Figure 1. Layout detail.
Scale bar: 5 microns. Region (51, 75) to (71, 95) microns. Cells in grey, sequential cells in the stronger grey; small squares are vias.
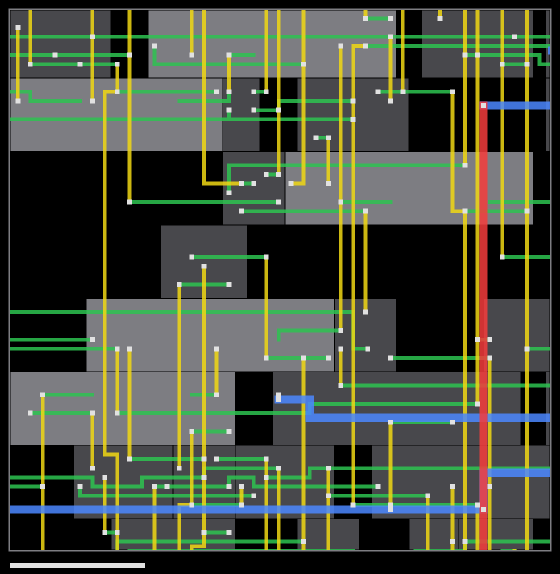
Figure 2. Register map, names as in the netlist.
Scale bar: 20 microns. Other sequential cells in the stronger grey, the rest of the logic in the fainter grey.
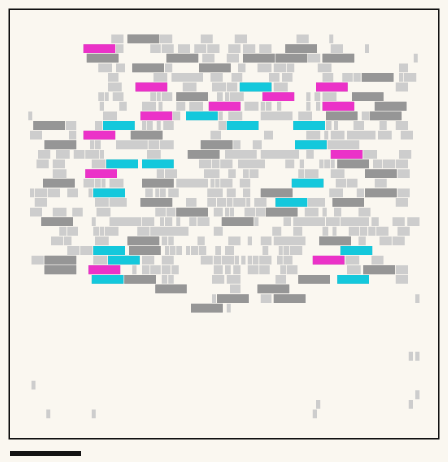
===== src/rtl/top_output_controller.sv =====
// Register-mapped output pin driver with a one-shot pulse engine.
// A pulse inverts selected pins for a programmable number of clk cycles.
module top_output_controller #(
    parameter int NUM_OUTPUTS = 12,
    parameter int DATA_WIDTH  = 32
) (
    input  logic                   clk,
    input  logic                   rst,
    input  logic                   we,
    input  logic [1:0]             register_addr,
    input  logic [DATA_WIDTH-1:0]  wr_data,
    output logic [DATA_WIDTH-1:0]  rd_data,
    output logic                   done,
    output logic                   irq,
    output logic [NUM_OUTPUTS-1:0] out_pins
);

    // state | meaning
    // IDLE  | no pulse active, mask_reg is zero
    // PULSE | masked pins inverted, cnt counting down to terminal count 1
    typedef enum logic {
        IDLE  = 1'b0,
        PULSE = 1'b1
    } state_t;

    localparam logic [1:0] ADDR_CTRL  = 2'd0;
    localparam logic [1:0] ADDR_DATA  = 2'd1;
    localparam logic [1:0] ADDR_PULSE = 2'd2;
    localparam logic [1:0] ADDR_PLEN  = 2'd3;

    state_t                 state_q, state_d;
    logic [15:0]            cnt_q, cnt_d;
    logic [15:0]            plen_q, plen_d;
    logic [NUM_OUTPUTS-1:0] data_q, data_d;
    logic [NUM_OUTPUTS-1:0] mask_q, mask_d;
    logic [NUM_OUTPUTS-1:0] pins_q, pins_d;
    logic                   out_en_q, out_en_d;
    logic                   irq_en_q, irq_en_d;
    logic                   irq_pend_q, irq_pend_d;
    logic                   done_q, done_d;

    logic                   busy;
    logic                   mask_nz;
    logic                   unused_wr_bits;

    assign busy           = (state_q == PULSE);
    assign mask_nz        = |wr_data[NUM_OUTPUTS-1:0];
    assign unused_wr_bits = ^wr_data;

    always_ff @(posedge clk or posedge rst) begin
        if (rst) begin
            state_q    <= IDLE;
            cnt_q      <= '0;
            plen_q     <= '0;
            data_q     <= '0;
            mask_q     <= '0;
            pins_q     <= '0;
            out_en_q   <= 1'b0;
            irq_en_q   <= 1'b0;
            irq_pend_q <= 1'b0;
            done_q     <= 1'b0;
        end else begin
            state_q    <= state_d;
            cnt_q      <= cnt_d;
            plen_q     <= plen_d;
            data_q     <= data_d;
            mask_q     <= mask_d;
            pins_q     <= pins_d;
            out_en_q   <= out_en_d;
            irq_en_q   <= irq_en_d;
            irq_pend_q <= irq_pend_d;
            done_q     <= done_d;
        end
    end

    always_comb begin
        state_d    = state_q;
        cnt_d      = cnt_q;
        plen_d     = plen_q;
        data_d     = data_q;
        mask_d     = mask_q;
        out_en_d   = out_en_q;
        irq_en_d   = irq_en_q;
        irq_pend_d = 1'b0;
        done_d     = we;
        pins_d     = out_en_q ? (data_q ^ mask_q) : '0;

        if (we) begin
            case (register_addr)
                ADDR_CTRL: begin
                    out_en_d = wr_data[0];
                    irq_en_d = wr_data[1];
                end
                ADDR_DATA:  data_d = wr_data[NUM_OUTPUTS-1:0];
                ADDR_PLEN:  plen_d = wr_data[15:0];
                ADDR_PULSE: begin
                    // Writes while a pulse runs are acknowledged but dropped.
                    if (state_q == IDLE && mask_nz && plen_q != 16'd0) begin
                        state_d = PULSE;
                        mask_d  = wr_data[NUM_OUTPUTS-1:0];
                        cnt_d   = plen_q;
                    end
                end
                default: ;
            endcase
        end

        case (state_q)
            PULSE: begin
                if (cnt_q == 16'd1) begin
                    state_d    = IDLE;
                    mask_d     = '0;
                    cnt_d      = 16'd0;
                    irq_pend_d = 1'b1;
                end else begin
                    cnt_d = cnt_q - 16'd1;
                end
            end
            default: ;
        endcase
    end

    always_comb begin
        rd_data = '0;
        case (register_addr)
            ADDR_CTRL: begin
                rd_data[31] = busy;
                rd_data[1]  = irq_en_q;
                rd_data[0]  = out_en_q;
            end
            ADDR_DATA:  rd_data[NUM_OUTPUTS-1:0] = data_q;
            ADDR_PULSE: rd_data[NUM_OUTPUTS-1:0] = mask_q;
            ADDR_PLEN:  rd_data[15:0]            = plen_q;
            default: ;
        endcase
    end

    assign out_pins = pins_q;
    assign done     = done_q;
    assign irq      = irq_pend_q & irq_en_q;

endmodule


===== config.mk =====
export PLATFORM = sky130hd
export DESIGN_NAME = top_output_controller
export DESIGN_NICKNAME = d
export VERILOG_FILES = /design/src/rtl/top_output_controller.sv
export SDC_FILE = /design/constraint.sdc
export NUM_CORES = 1
export LEC_CHECK = 0
export ABC_CLOCK_PERIOD_IN_PS = 6800
export CORE_MARGIN = 5
export CORE_UTILIZATION = 30
export CTS_CLUSTER_SIZE = 24
export DETAILED_ROUTE_END_ITERATION = 10
export SLEW_MARGIN = 20
export SYNTH_ARGS = -nofsm -noshare
export SYNTH_HDL_FRONTEND = slang
export SYNTH_SLANG_ARGS = --single-unit
export TNS_END_PERCENT = 100

===== constraint.sdc =====
create_clock -name clk -period 6.8 [get_ports clk]
set_clock_uncertainty 0.2 [all_clocks]
set_input_delay 1.36 -clock clk [delete_from_list [all_inputs] [get_ports clk]]
set_output_delay 1.36 -clock clk [all_outputs]
set_load 0.01 [all_outputs]

==> flow_summary.toml <==
# flow metrics
[layout]
final_util_pct = 38.7
drive_above_1_share_pct = 16.9
layout-area-overhead-vs-synth_pct = 26.0
nNetsFinal = 418

[worst_setup_path]
r2r_end = "mask_q[5]"
worstRegToRegCells = 4
r2r_slack_ns = 4.15
cp.required_ns = 5.24
critPathMaxFanout = 13
startpoint_type = "primary input"

[grt]
gr-total-overflow = 0
grt_max_degree = 74
grt_pass1_vias = 2749

[clock_tree]
cts_tree = "yes"
clock_latency_ns = 0.33
cts_resized = 0
root_buffer = "clkbuf_16"

[power_and_ir_drop]
seqPwrFrac_pct = 42.7
p_leak_uw = 0.00201
power_density_nw_per_um2 = 267
switchingPower_uw = 303

[logic_synthesis]
synthCells = 331
most_common_cell = "dfrtp_1"
synth_stat.cells = 331
synth_area_per_cell_sq_um = 11.2
edf_count = 0
yosysWarnings = 0
flop_cell = "dfrtp_1"
yosys-stat-area_sq_um = 3700
synth-seq-cells = 73
top_area_share_pct = 49.4
synth_top_cell_by_area = "dfrtp_1"

[floorplanning]
initCoreUtil_pct = 30.7
die_h_microns = 121
die_x_microns = 121
core_sq_um = 12100

[min_path]
holdPathStages = 1
hp-class = "flop to flop"
min-delay-start = "cnt_q[15]"

[timing]
tightest_slew_ns = 1.03
tns_ns = 0
period_minus_slack_ns = 5.03
relSlewSlack_pct = 30.6

[drt]
drt-total-wl_mm = 9.15
wire_per_inst_microns = 16.6
drc = 0
vias = 2710

[status]
status = "finished, final reports clean"

[run]
cap_violations = 0
tool_warnings = 43

[place]
portBuffers = 51
dp_hpwl_mm = 6.28
## Picture notes: Figure 1
metal 2: marked yellow. metal 3: marked blue. metal 1: marked green. metal 4: marked red.
18 logic cells have their middle in the window. Netlist names of flops here include `cnt_q` (2), `plen_q` (2). Most frequent: dfrtp_1 (5), mux2_2 (3), mux2i_1 (2). Sequential cells in the window: 5.

## Picture notes: Figure 2
`mask_q`: marked magenta, sequential cells 12. `plen_q`: marked cyan, sequential cells 16.
Another 45 sequential cells are not coloured.

-- sequential cells by signal, summed over array words and instances (netlist names) --
signal      flops
done            1
mask_q         12
irq_en_q        1
data_q         12
out_en_q        1
out_pins       12
irq_pend_q      1
cnt_q          16
busy            1
plen_q         16
-- stage by stage --
stage / power (uW) / setup WS, ns / instances / hold slack (ns) / area, sq um
2_1_floorplan: 635 / 2.70 / 345 / 0.256 / 3750
3_3_place_gp: 728 / 1.80 / 536 / 0.280 / 4330
3_5_place_dp: 731 / 1.78 / 536 / 0.288 / 4330
4_1_cts: 1260 / 1.77 / 552 / 0.296 / 4660
5_1_grt: 1290 / 1.72 / 552 / 0.320 / 4660
6_report: 1240 / 1.77 / 552 / 0.292 / 4660
-- cells by family (layout without fill, tap and decap cells) --
family                     after synthesis  after routing  synth area share [%]
and+or+nand+nor                         93             93                  13.2
DFF                                     73             73                  49.4
muxes                                   54             54                  16.6
AOI/OAI and AO/OA                       53             53                  10.4
buffers and inverters                   39             78                  5.92
xor gates and xnor gates                16             16                  3.79
adders and majority gates                2              2                 0.676
other                                    1             15                 0.101
-- worst min-delay path by stage --
| stage | slack (ns) | end |
|---|---|---|
| 6_report | 0.29 | cnt_q[15] |
| 2_1_floorplan | 0.26 | cnt_q[15] |
| 3_5_place_dp | 0.29 | cnt_q[15] |
| 4_1_cts | 0.30 | cnt_q[15] |
| 3_3_place_gp | 0.28 | cnt_q[15] |
| 5_1_grt | 0.32 | cnt_q[15] |
-- placed cells by master, fill, tap and decap left out, types with 7 or more instances in the layout --
master           instances
a21oi_1                 13
clkbuf_16                9
conb_1                  15
xor2_1                  12
dfrtp_1                 73
and2_1                  13
nand2_1                 31
nor3_1                   7
nor4_1                   9
mux2_2                  40
mux2i_1                 12
nor2_1                   8
a22o_1                  12
clkdlybuf4s50_1         51
-- worst max-delay path, cell delays in order --
cell and delay, ns:
clkdlybuf4s50_1 0.79, buf_4 0.30, mux2_2 0.35, a22o_1 0.18, clkdlybuf4s50_1 0.48
-- power by group through the flow --
stage,Clock (uW),Combinational (uW),Sequential (uW)
floorplan,0,108,527
global placement,0,190,538
detailed placement,0,192,539
CTS,530,194,531
global route,547,207,538
finish,522,190,531
-- per-layer routing --
metal | routed length, microns | track usage (%)
met1 | 4410 | 17.9
met2 | 4080 | 19.7
met3 | 506 | 2.94
met4 | 152 | 4.25
met5 | 0 | 0
-- layout make-up --
class                           count  area (sq um)
Tap cell                          168           210
Fill cell                        1184          7400
Multi-Input combinational cell    233          1720
Clock buffer                       12           256
Sequential cell                    73          1830
Timing Repair Buffer               56           548
Clock inverter                      4          75.1
Inverter                            6          22.5
Power figures rest on the tool's default switching activity, not on a simulated workload.
